===== src/rtl/stream_cmp.sv =====
// Streaming multi-word comparator: two N-word operands arrive most-significant word
// first, one pair per handshake. Reports eq/lt/gt, mismatch count and first mismatch index.
module stream_cmp #(
    parameter int W      = 8,
    parameter int N      = 4,
    parameter int SIGNED = 0
) (
    input  logic                              clk,
    input  logic                              rst_n,
    input  logic                              start,
    input  logic                              in_valid,
    output logic                              in_ready,
    input  logic [W-1:0]                      a,
    input  logic [W-1:0]                      b,
    output logic                              done,
    output logic                              eq,
    output logic                              lt,
    output logic                              gt,
    output logic [$clog2(N+1)-1:0]            mism_cnt,
    output logic [(($clog2(N) > 1) ? $clog2(N) : 1)-1:0] first_idx
);

    localparam int CW = $clog2(N + 1);
    localparam int IW = ($clog2(N) > 1) ? $clog2(N) : 1;

    localparam logic [1:0] S_IDLE = 2'd0;
    localparam logic [1:0] S_RUN  = 2'd1;
    localparam logic [1:0] S_DONE = 2'd2;

    logic [1:0]    state;
    logic [IW-1:0] idx;
    logic          decided;
    logic          dir_lt;
    logic [CW-1:0] cnt;
    logic [IW-1:0] fidx;

    logic          xfer;
    logic          diff;
    logic          last_word;
    logic          word_is_signed;
    logic          decided_nxt;
    logic          dir_lt_nxt;
    logic [CW-1:0] cnt_nxt;
    logic [IW-1:0] fidx_nxt;

    // Word-level ordering; only the leading word may carry a sign.
    function automatic logic word_lt(input logic [W-1:0] x, input logic [W-1:0] y,
                                     input logic is_signed);
        logic signed [W-1:0] xs;
        logic signed [W-1:0] ys;
        xs = x;
        ys = y;
        if (is_signed)
            return xs < ys;
        return x < y;
    endfunction

    assign in_ready       = (state == S_RUN);
    assign done           = (state == S_DONE);
    assign xfer           = in_valid & in_ready;
    assign diff           = (a != b);
    assign last_word      = (idx == IW'(N - 1));
    assign word_is_signed = (SIGNED != 0) && (idx == '0);

    always_comb begin
        decided_nxt = decided;
        dir_lt_nxt  = dir_lt;
        cnt_nxt     = cnt;
        fidx_nxt    = fidx;
        if (diff) begin
            cnt_nxt = cnt + CW'(1);
            if (!decided) begin
                decided_nxt = 1'b1;
                dir_lt_nxt  = word_lt(a, b, word_is_signed);
                fidx_nxt    = idx;
            end
        end
    end

    always_ff @(posedge clk or negedge rst_n) begin
        if (!rst_n) begin
            state     <= S_IDLE;
            idx       <= '0;
            decided   <= 1'b0;
            dir_lt    <= 1'b0;
            cnt       <= '0;
            fidx      <= '0;
            eq        <= 1'b0;
            lt        <= 1'b0;
            gt        <= 1'b0;
            mism_cnt  <= '0;
            first_idx <= '0;
        end else begin
            case (state)
                S_IDLE: begin
                    if (start) begin
                        state     <= S_RUN;
                        idx       <= '0;
                        decided   <= 1'b0;
                        dir_lt    <= 1'b0;
                        cnt       <= '0;
                        fidx      <= '0;
                        eq        <= 1'b0;
                        lt        <= 1'b0;
                        gt        <= 1'b0;
                        mism_cnt  <= '0;
                        first_idx <= '0;
                    end
                end
                S_RUN: begin
                    if (xfer) begin
                        idx     <= idx + IW'(1);
                        decided <= decided_nxt;
                        dir_lt  <= dir_lt_nxt;
                        cnt     <= cnt_nxt;
                        fidx    <= fidx_nxt;
                        // Results are published together with the final word.
                        if (last_word) begin
                            state     <= S_DONE;
                            eq        <= ~decided_nxt;
                            lt        <= decided_nxt & dir_lt_nxt;
                            gt        <= decided_nxt & ~dir_lt_nxt;
                            mism_cnt  <= cnt_nxt;
                            first_idx <= fidx_nxt;
                        end
                    end
                end
                S_DONE:  state <= S_IDLE;
                default: state <= S_IDLE;
            endcase
        end
    end

endmodule


===== config.mk =====
export PLATFORM = sky130hd
export DESIGN_NAME = stream_cmp
export DESIGN_NICKNAME = d
export VERILOG_FILES = /design/src/rtl/stream_cmp.sv
export SDC_FILE = /design/constraint.sdc
export NUM_CORES = 1
export LEC_CHECK = 0
export ABC_AREA = 0
export CORE_MARGIN = 1.5
export CORE_UTILIZATION = 47
export CTS_BUF_LIST = sky130_fd_sc_hd__clkbuf_16
export DETAILED_ROUTE_END_ITERATION = 6
export PLACE_DENSITY = 0.79
export SLEW_MARGIN = 25
export SYNTH_ARGS = -nofsm -noshare
export SYNTH_HDL_FRONTEND = slang
export SYNTH_SLANG_ARGS = --single-unit

===== constraint.sdc =====
create_clock -name clk -period 1.7 [get_ports clk]
set_clock_uncertainty 0.1 [all_clocks]
set_input_delay 0.425 -clock clk [delete_from_list [all_inputs] [get_ports clk]]
set_output_delay 0.425 -clock clk [all_outputs]
set_load 0.02 [all_outputs]

### Sequential cells coloured by netlist name

Bar = 20 um.
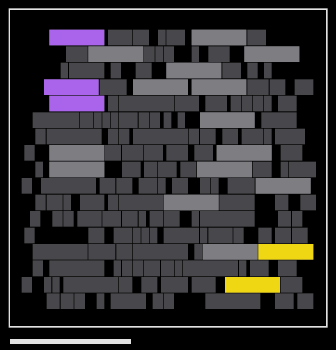
[cnt] purple | flops: 3
[state] yellow | flops: 2
not coloured: 14

### Routing congestion

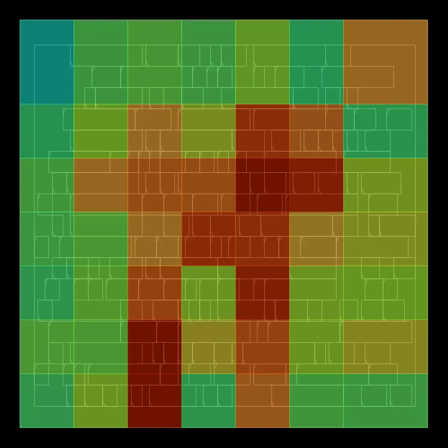
GRT Max-Usage Layer: met2
GR Layer Usage met2: 49.4%
Total GRT Usage: 25.9%
met1 usage in global routing: 28.6%

### The metal 2 layer

Bar = 20 um.
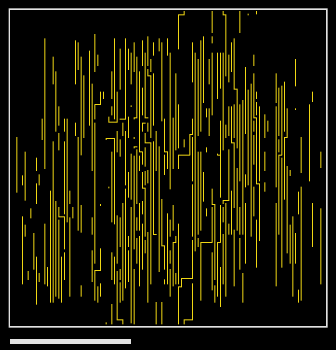
share of all routed wire: 55%
main direction: vertical
nets with wire on the layer: 183
wire length on this layer: 1850 um
vias: 1083
DRT Wirelength: 3350 um

### Met3 routing

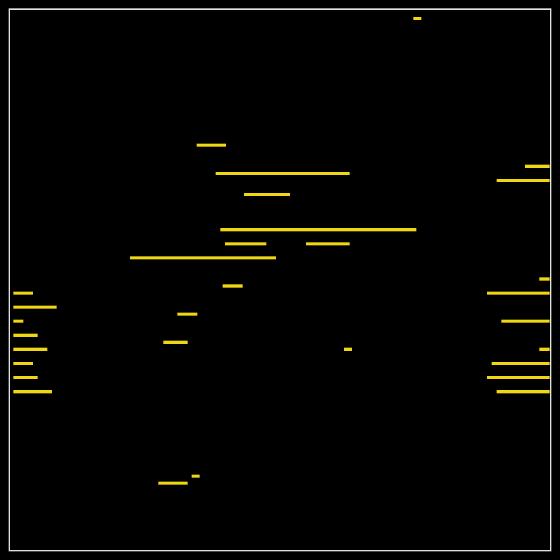
longest straight run: 18.6 um
nets with wire on the layer: 25
main direction: horizontal
wire length on this layer: 121 um
M3 GR Usage: 5.46%

### Selected gate families

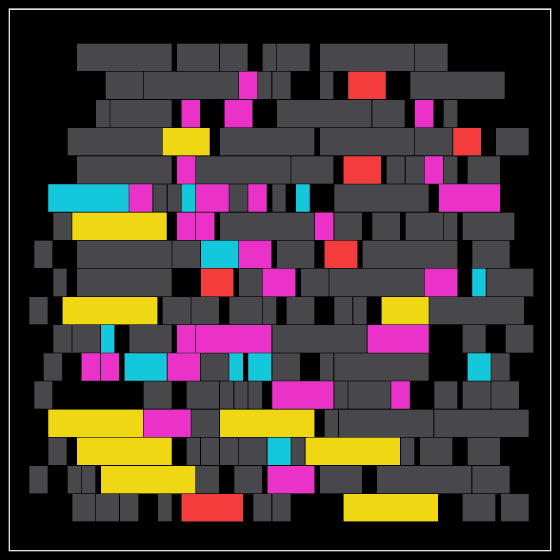
[NOR gates] cyan | cells: 11 | most used: nor2_1
[AND-OR and OR-AND gates] red | cells: 6
[inverting AOI/OAI gates] magenta | cells: 26 | most used: o21ai_0
[adder and majority cells] yellow | cells: 10 | most used: ha_4

==> results.toml <==
# synthesis and place-and-route metrics
[final_layout]
top_regs = "cnt: 3 flops, mism_cnt: 3 flops"
diodes = 0
fillers = 153
area_delta_synth_final_pct = 57.0
final_core_util_pct = 79.1
fin_nets = 199
final_cells = 196
logic_area_um2 = 772
finish.instance_area_um2 = 1780
drive_gt1_share_pct = 46.4

[clock_network]
clk_path_buf_depth = 2
cts_tree = "built"
worst_skew_pair.late_latency_ns = 0.25
cts_made_buffers = 3
ctsHtreeMaxLevel = 1
cts_sinks = 19
cts.clk_slew.worst_paths_ns = 0.05
cts-hold-fix-buffers = 0

[placed_design]
dp_slack_ns = -0.616
dp_cells = 185
dpl_cell_area_um2 = 1580
port_buffers = 29
hpwlAfterDp_um = 2180

[outcome]
status = "complete, but fails checks"
violations = "negative setup slack"

[worst_setup_path]
critPathTopFamily = "buffers and inverters"
reg2reg_depth = 5
r2r-end = "lt$_DFFE_PN0P_"
startpoint = "b[5]"
start_kind = "input port"
r2r_slack_ns = 0.09
timing.rr.start = "idx[0]$_DFFE_PN0P_"
cp_num_cells = 9
slowest_delay_ns = 0.28
critical_path.max_fanout = 3
critPathSlowestCell = "ha_4"
crit_buf_inv = 4
endpoint_kind = "register"
crit_top_cell = "buf_4"

[synth]
top_area_share_pct = 41.9
ff_type = "dfrtp_1"
ys_ff = 19
ys_types = 35
synth_async_sr_flop_share_pct = 100
ys_cells = 118
syn_area_um2 = 1140
synth_area_per_cell_um2 = 9.63
netlist.top_cell.by_area = "dfrtp_1"
synth_seq_share_pct = 41.9
yosys_warnings = 0
syn_inst = 118
yosysChipArea_um2 = 1140

[detailed_routing]
ant_nets = 0
dr.pass1.iters = 4
maxUsedRoutingLayer = "met4"
routedWlPerCell_um = 17.1
first_iter_violations = 16
vias_per_cell = 5.53
wl_met2_um = 1850

[worst_hold_path]
whs_endpoint = "first_idx[1]$_DFFE_PN0P_"
hold_depth = 2
hold_path_class = "reg2reg"

[power]
powerDensity_nw_per_um2 = 1510
swShare_pct = 39.8
p_comb_share_pct = 52.3
power_mw = 2.69
p_leak_nw = 0.849
p_clk_share_pct = 18.0
power_switching_mw = 1.07

[sta]
drv_slew = 0
rsz0062_at_grt = "yes"
worst_pin_slew_ns = 0.333
setup_ws_ns = -0.0349
tns_ns = -0.0383
relSlewSlack_pct = 77.8
finalSetupViolCount = 2
final-hold-violation-count = 0
finalCritPeriodShare_pct = 102

[grt]
grt_pass1_vias = 1144
grt_first_pass_wirelength_um = 5090
gr-total-overflow = 0

[flow_run]
warning_count = 28
max_cap_violations = 0

[floorplanning]
chipHeight_um = 52.2
fp-row-count = 17
io_pins = 30
[synth_stat cells (2+ instances only)]
library cell and count:
ha_1 10, nand2_1 12, mux2i_1 4, a21oi_1 7, nand2b_1 2, nand4_1 2
inv_1 15, buf_2 2, nor2_1 7, o21ai_1 2, nand3_1 3, a32o_1 2
dfrtp_1 19, o21ai_0 9, a22o_1 2
[cell families (layout without fill, tap and decap cells)]
logic type | Yosys count | in the layout | synth area share [%]
buffers and inverters | 18 | 68 | 6.83
muxes | 4 | 4 | 3.52
and+or+nand+nor | 33 | 33 | 14.8
xor gates and xnor gates | 2 | 2 | 1.54
adders and majority gates | 10 | 10 | 11.0
AOI/OAI and AO/OA | 32 | 32 | 20.5
DFF | 19 | 19 | 41.9
[final cells by class]
| type | count | share of cell area, % |
|---|---|---|
| multi-input cells | 81 | 43.3 |
| flip-flops and latches | 19 | 26.6 |
| repair buffers | 49 | 20.5 |
| clock buffers | 3 | 4.21 |
| inverters | 15 | 3.16 |
| well taps | 28 | 1.96 |
| clock inverters | 1 | 0.281 |
[worst min-delay path, delay by kind of cell, from the launching register on]
kind               cells  cell delay, ns
DFF                    1            0.34
and+or+nand+nor        1            0.05
AOI/OAI and AO/OA      1            0.06
[power groups by stage]
| stage | logic (mW) | clock network [mW] | registers, mW |
|---|---|---|---|
| 5_1_grt | 1.53 | 0.510 | 0.814 |
| 6_report | 1.41 | 0.484 | 0.799 |
| 3_5_place_dp | 1.25 | 0 | 0.793 |
| 4_1_cts | 1.33 | 0.482 | 0.783 |
| 3_3_place_gp | 1.20 | 0 | 0.780 |
| 2_1_floorplan | 0.661 | 0 | 0.862 |
[what timing repair did]
action                                  in CTS  in global routing
resized                                     94                 17
setup buffers                                5                  3
pin swaps                                   22                 18
endpoints found under the setup margin      25                 16
